==> images/clock_nets.png <==
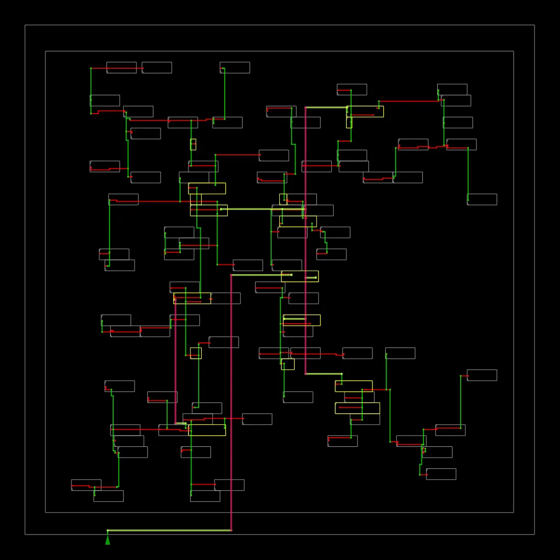
==> images/route_heat.png <==
(3 px per um) 25 x 25 tiles, from black (low) to pale yellow (high), scaled to the fullest tile. Values are wire area over tile area, all layers added.
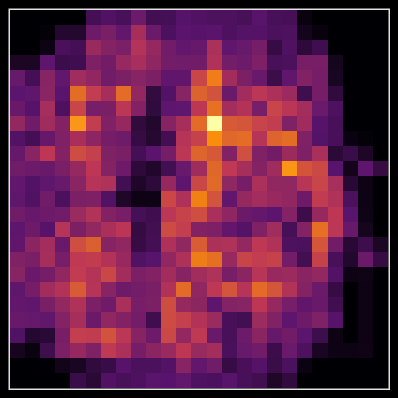
==> images/sizing.png <==
(4 px per um)
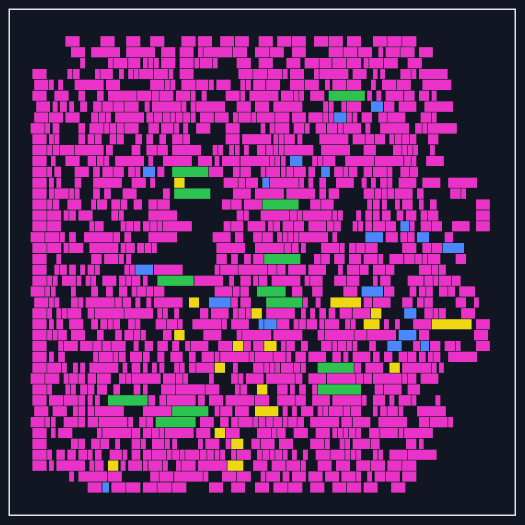
==> images/m3.png <==
(4 px per um)
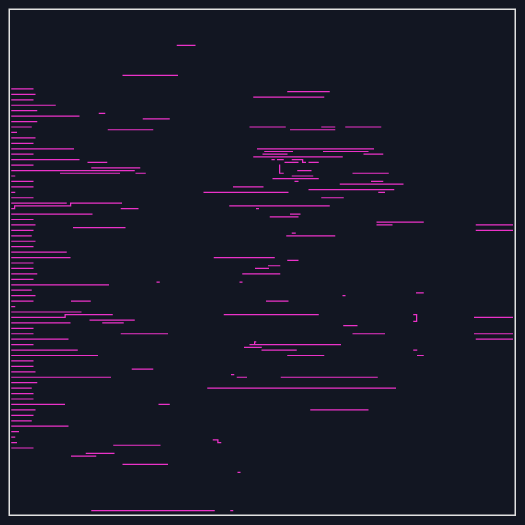
==> config.mk <==
export PLATFORM = sky130hd
export DESIGN_NAME = weight_load_sequencer
export DESIGN_NICKNAME = d
export VERILOG_FILES = /design/src/rtl/weight_load_sequencer.sv
export SDC_FILE = /design/constraint.sdc
export NUM_CORES = 1
export LEC_CHECK = 0
export CAP_MARGIN = 40
export CORE_MARGIN = 5
export CORE_UTILIZATION = 48
export CTS_CLUSTER_SIZE = 20
export DETAILED_ROUTE_END_ITERATION = 8
export PLACE_DENSITY = 0.83
export REMOVE_ABC_BUFFERS = 1
export SKIP_LAST_GASP = 1
export SLEW_MARGIN = 20
export SYNTH_ARGS = -nofsm -noshare
export SYNTH_HDL_FRONTEND = slang
export SYNTH_SLANG_ARGS = --single-unit
==> constraint.sdc <==
create_clock -name clock -period 6 [get_ports clock]
set_input_delay 0.9 -clock clock [delete_from_list [all_inputs] [get_ports clock]]
set_output_delay 0.9 -clock clock [all_outputs]
set_load 0.02 [all_outputs]
==> src/rtl/weight_load_sequencer.sv <==
// Round-robin weight-load instruction sequencer: pops one job from NUM_CH show-ahead FIFOs,
// splits it into bounded read bursts and pulses job_done. Define WLS_PERF_CNT_EN for stall_cnt.
module weight_load_sequencer #(
   parameter  int NUM_CH    = 2,
   parameter  int WADDR_W   = 16,
   parameter  int MADDR_W   = 32,
   parameter  int SEQ_W     = 8,
   parameter  int BURST_LEN = 8,
   parameter  int MAX_OUT   = 4,
   localparam int LEN_W     = $clog2(BURST_LEN) + 1,
   localparam int CH_W      = (NUM_CH > 1) ? $clog2(NUM_CH) : 1,
   localparam int CNT_W     = $clog2(MAX_OUT + 1)
) (
   input  logic                      clock,
   input  logic                      reset,
   input  logic                      enable,
   input  logic [NUM_CH-1:0]         fifo_empty,
   output logic [NUM_CH-1:0]         fifo_en,
   input  logic [NUM_CH*WADDR_W-1:0] inst_waddr,
   input  logic [NUM_CH*WADDR_W-1:0] inst_wend,
   input  logic [NUM_CH*MADDR_W-1:0] inst_wpos,
   input  logic [NUM_CH*SEQ_W-1:0]   inst_seq,
   output logic                      req_valid,
   input  logic                      req_ready,
   output logic [MADDR_W-1:0]        req_addr,
   output logic [LEN_W-1:0]          req_len,
   output logic [SEQ_W-1:0]          req_seq,
   output logic [CH_W-1:0]           req_ch,
   input  logic                      rsp_done,
   output logic                      reading,
   output logic                      job_done,
`ifdef WLS_PERF_CNT_EN
   output logic [31:0]               stall_cnt,
`endif
   output logic [SEQ_W-1:0]          job_seq
);

   typedef enum logic [1:0] {S_IDLE, S_ISSUE, S_DRAIN, S_DONE} state_t;

   state_t              state;
   logic [CH_W-1:0]     rr_ptr;
   logic [WADDR_W-1:0]  next_q, end_q;
   logic [MADDR_W-1:0]  pos_q;
   logic [SEQ_W-1:0]    seq_q;
   logic [CH_W-1:0]     ch_q;
   logic [CNT_W-1:0]    out_cnt, cnt_next;

   logic                grant_found, grant_valid;
   logic [CH_W-1:0]     grant_idx;
   logic [WADDR_W-1:0]  g_waddr, g_wend;
   logic [MADDR_W-1:0]  g_wpos;
   logic [SEQ_W-1:0]    g_seq;

   logic [WADDR_W-1:0]  remain;
   logic                last_burst, hs, rsp_take;
   logic [LEN_W-1:0]    burst_len;

   // First non-empty channel at or after rr_ptr, wrapping.
   always_comb begin
      int c;
      // NOTE: every always_comb output gets a default first so no path leaves it unassigned (no latch).
      grant_found = 1'b0;
      grant_idx   = '0;
      for (int k = 0; k < NUM_CH; k++) begin
         c = int'(rr_ptr) + k;
         if (c >= NUM_CH) c = c - NUM_CH;
         if (!grant_found && !fifo_empty[c]) begin
            grant_found = 1'b1;
            grant_idx   = c[CH_W-1:0];
         end
      end
   end

   // Reset gates the grant so no FIFO is popped while the block is being cleared.
   assign grant_valid = !reset && (state == S_IDLE) && enable && grant_found;

   always_comb begin
      fifo_en = '0;
      if (grant_valid) fifo_en[grant_idx] = 1'b1;
   end

   assign g_waddr = inst_waddr[grant_idx*WADDR_W +: WADDR_W];
   assign g_wend  = inst_wend[grant_idx*WADDR_W +: WADDR_W];
   assign g_wpos  = inst_wpos[grant_idx*MADDR_W +: MADDR_W];
   assign g_seq   = inst_seq[grant_idx*SEQ_W +: SEQ_W];

   assign remain     = end_q - next_q;
   assign last_burst = remain <= WADDR_W'(BURST_LEN);
   assign burst_len  = last_burst ? remain[LEN_W-1:0] : LEN_W'(BURST_LEN);

   assign req_valid = (state == S_ISSUE) && (out_cnt < CNT_W'(MAX_OUT));
   assign hs        = req_valid && req_ready;
   assign rsp_take  = rsp_done && (out_cnt != '0);

   always_comb begin
      cnt_next = out_cnt;
      if (hs && !rsp_take)      cnt_next = out_cnt + 1'b1;
      else if (!hs && rsp_take) cnt_next = out_cnt - 1'b1;
   end

   assign req_addr = pos_q;
   assign req_len  = burst_len;
   assign req_seq  = seq_q;
   assign req_ch   = ch_q;
   assign job_seq  = seq_q;
   assign reading  = (state != S_IDLE);
   assign job_done = (state == S_DONE);

   always_ff @(posedge clock) begin
      // NOTE: sequential state uses non-blocking assignments only, so every register samples pre-edge values.
      if (reset) begin
         state   <= S_IDLE;
         rr_ptr  <= '0;
         next_q  <= '0;
         end_q   <= '0;
         pos_q   <= '0;
         seq_q   <= '0;
         ch_q    <= '0;
         out_cnt <= '0;
      end else begin
         out_cnt <= cnt_next;
         case (state)
            S_IDLE: begin
               if (grant_valid) begin
                  next_q <= g_waddr;
                  end_q  <= g_wend;
                  pos_q  <= g_wpos;
                  seq_q  <= g_seq;
                  ch_q   <= grant_idx;
                  rr_ptr <= (grant_idx == CH_W'(NUM_CH - 1)) ? '0 : grant_idx + 1'b1;
                  state  <= (g_waddr >= g_wend) ? S_DRAIN : S_ISSUE;
               end
            end
            S_ISSUE: begin
               if (hs) begin
                  next_q <= next_q + WADDR_W'(burst_len);
                  pos_q  <= pos_q + MADDR_W'(burst_len);
                  if (last_burst) state <= S_DRAIN;
               end
            end
            // Looking at the next count lets the pulse follow the final response by one cycle.
            S_DRAIN: if (cnt_next == '0) state <= S_DONE;
            S_DONE:  state <= S_IDLE;
            default: state <= S_IDLE;
         endcase
      end
   end

`ifdef WLS_PERF_CNT_EN
   logic stall_evt;
   assign stall_evt = (req_valid && !req_ready) ||
                      ((state == S_ISSUE) && (out_cnt == CNT_W'(MAX_OUT)));

   always_ff @(posedge clock) begin
      if (reset)                           stall_cnt <= '0;
      else if (stall_evt && stall_cnt != '1) stall_cnt <= stall_cnt + 32'd1;
   end
`endif

endmodule

==> reports/qor.yml <==
die-width_um: 126
cpMaxStageDelayCell: "or3b_2"
yosysCellCount: 930
met2_length_um: 10800
top_cells_by_count: "nand2_1, nor2_1, dfxtp_1, a21oi_1, o21ai_0"
power_frac_comb_pct: 61.4
final.min_clock_period_ns: 5.50
r2r_slack_ns: 0.50
cts_resized: 0
ctsHoldBuffers: 0
fa_ha_area_share_pct: 9.81
syn_inst: 930
leakage_nw: 3.53
p_int_mw: 1.93
fp_util_pct: 48.9
num_io_pins: 209
clock_cell_area_share_pct: 3.25
routabilityCongestion: 0.873
netlist_area_sq_um: 6480
n_fill_cell: 1152
grt_util_met2_pct: 44.8
pre_cts_ws_ns: 0.395
max_cap_viol_count: 0
setup_viol: 0
p_clk_share_pct: 15.3
grt_pass1_wl_um: 33600
die_h_um: 126
min-delay-start: "end_q[0]"
p_total_mw: 3.57
clk_pin_slew_ns: 0.07
first_pass_iters: 5
nets: 1298
top_layer_used: "met4"
crit_arrival_ns: 5.76
crit_cells: 24
ys_warn_count: 0
clock_path_buffers: 2
edf_count: 0
crit_type: "reg -> reg"
seq-cell-share_pct: 17.6
coreArea_sq_um: 13200
num-nonclk-inverters: 40
buffer_area_share_pct: 24.7
logic_family: "simple AND/OR/NAND/NOR gates"
hold_viol: 0
port_buffers: 208
grt-ovfl-total: 0
cp_cell_sequence: "inv_1, ha_1, nor2b_1, o21ai_0, or3b_2, a22oi_1, o2111a_1, nand4_1, nor4b_2, buf_4, nor2b_1, ha_1, inv_1, fa_1, nor2b_1, o21ai_0, a21o_1, nor2_1, nand2_1, nor4_2, nand2_1, o21ai_0, a21oi_1, a211oi_1"
warnings: 31
utilization_pct: 67.8
synth-main-ff-cell: "dfxtp_1"
final_layout_size_suffix_gt1_share_pct: 4.62
cts_tree: "yes"
status: "completed"
comb_area_share_pct: 50.3
topCellsByArea: "dfxtp_1, nand2_1, ha_1, a21oi_1, nor2_1"
final-comb-area_sq_um: 4520
crit_path_start_kind: "register"
tns_ns: 0
syn_to_final_growth_pct: 38.6
maxSlewViolCount: 0
post_synth_mux_area_share_pct: 3.25
slowest_delay_ns: 0.46
grt_use_met3_pct: 4.23
regToRegEndpoint: "req_addr[30]"
power_density_nw_per_um2: 398
crit_family: "simple AND/OR/NAND/NOR gates"
min_path_cells: 2
yosys.area_share.aoi_pct: 26.8
required_ns: 6.26
cp-startpoint: "next_q[2]"
async_flop_share_pct: 0
instances_no_fill: 1279
ys_sh_xor_pct: 1.76
die-area_sq_um: 15900
clk_latency_ns: 0.34
swShare_pct: 45.9
vias_per_cell: 5.65
worst_hold_path_type: "reg -> reg"
taps: 176
maxSlewHeadroom_pct: 42.8
Notes on clock_nets.png above:
Num CTS Buffers: 9
Final Skew: 0.0118 ns
Sink Count: 79
layout clock buffer count: 11

Notes on route_heat.png above:
The densest ninth of the die: centre. 12% of the tiles are nearly empty. The fullest tile reaches 0.73. 12% of the tiles are over half the peak.

Notes on sizing.png above:
x6 and larger: in green, cells 13, share 1.2%. x3 and x4: in yellow, cells 18, share 1.6%. x1 and smaller: in magenta, cells 1052, share 95%. x2: in blue, cells 20, share 1.8%.

Notes on m3.png above:
The wires run mostly horizontal. The longest straight run is 46.9 um. The layer carries 1360 um of wire. The layer holds 6.4% of the routed length.

==> cells in the final DEF, fill, tap and decap left out, types with 8 or more instances in the layout <==
master and count:
a21oi_1 74, mux2i_1 21, and3_1 16, buf_4 9, a311oi_1 18, o21ai_0 53
a31oi_1 11, nand2_1 184, clkbuf_16 9, ha_1 45, inv_1 39, nor2_1 95
dfxtp_1 79, a211oi_1 38, nor3_1 20, a21o_1 14, o22ai_1 11, clkdlybuf4s50_1 207
nand3_1 27, nor2b_1 11, xnor2_1 8
==> power by group through the flow <==
stage	clock network, mW	registers [mW]	logic [mW]
detailed placement	0	0.836	2.12
global route	0.578	0.853	2.42
floorplan	0	0.914	1.34
finish	0.548	0.831	2.20
global placement	0	0.834	2.09
CTS	0.557	0.828	2.14
Power is estimated from default activity; no workload was simulated.
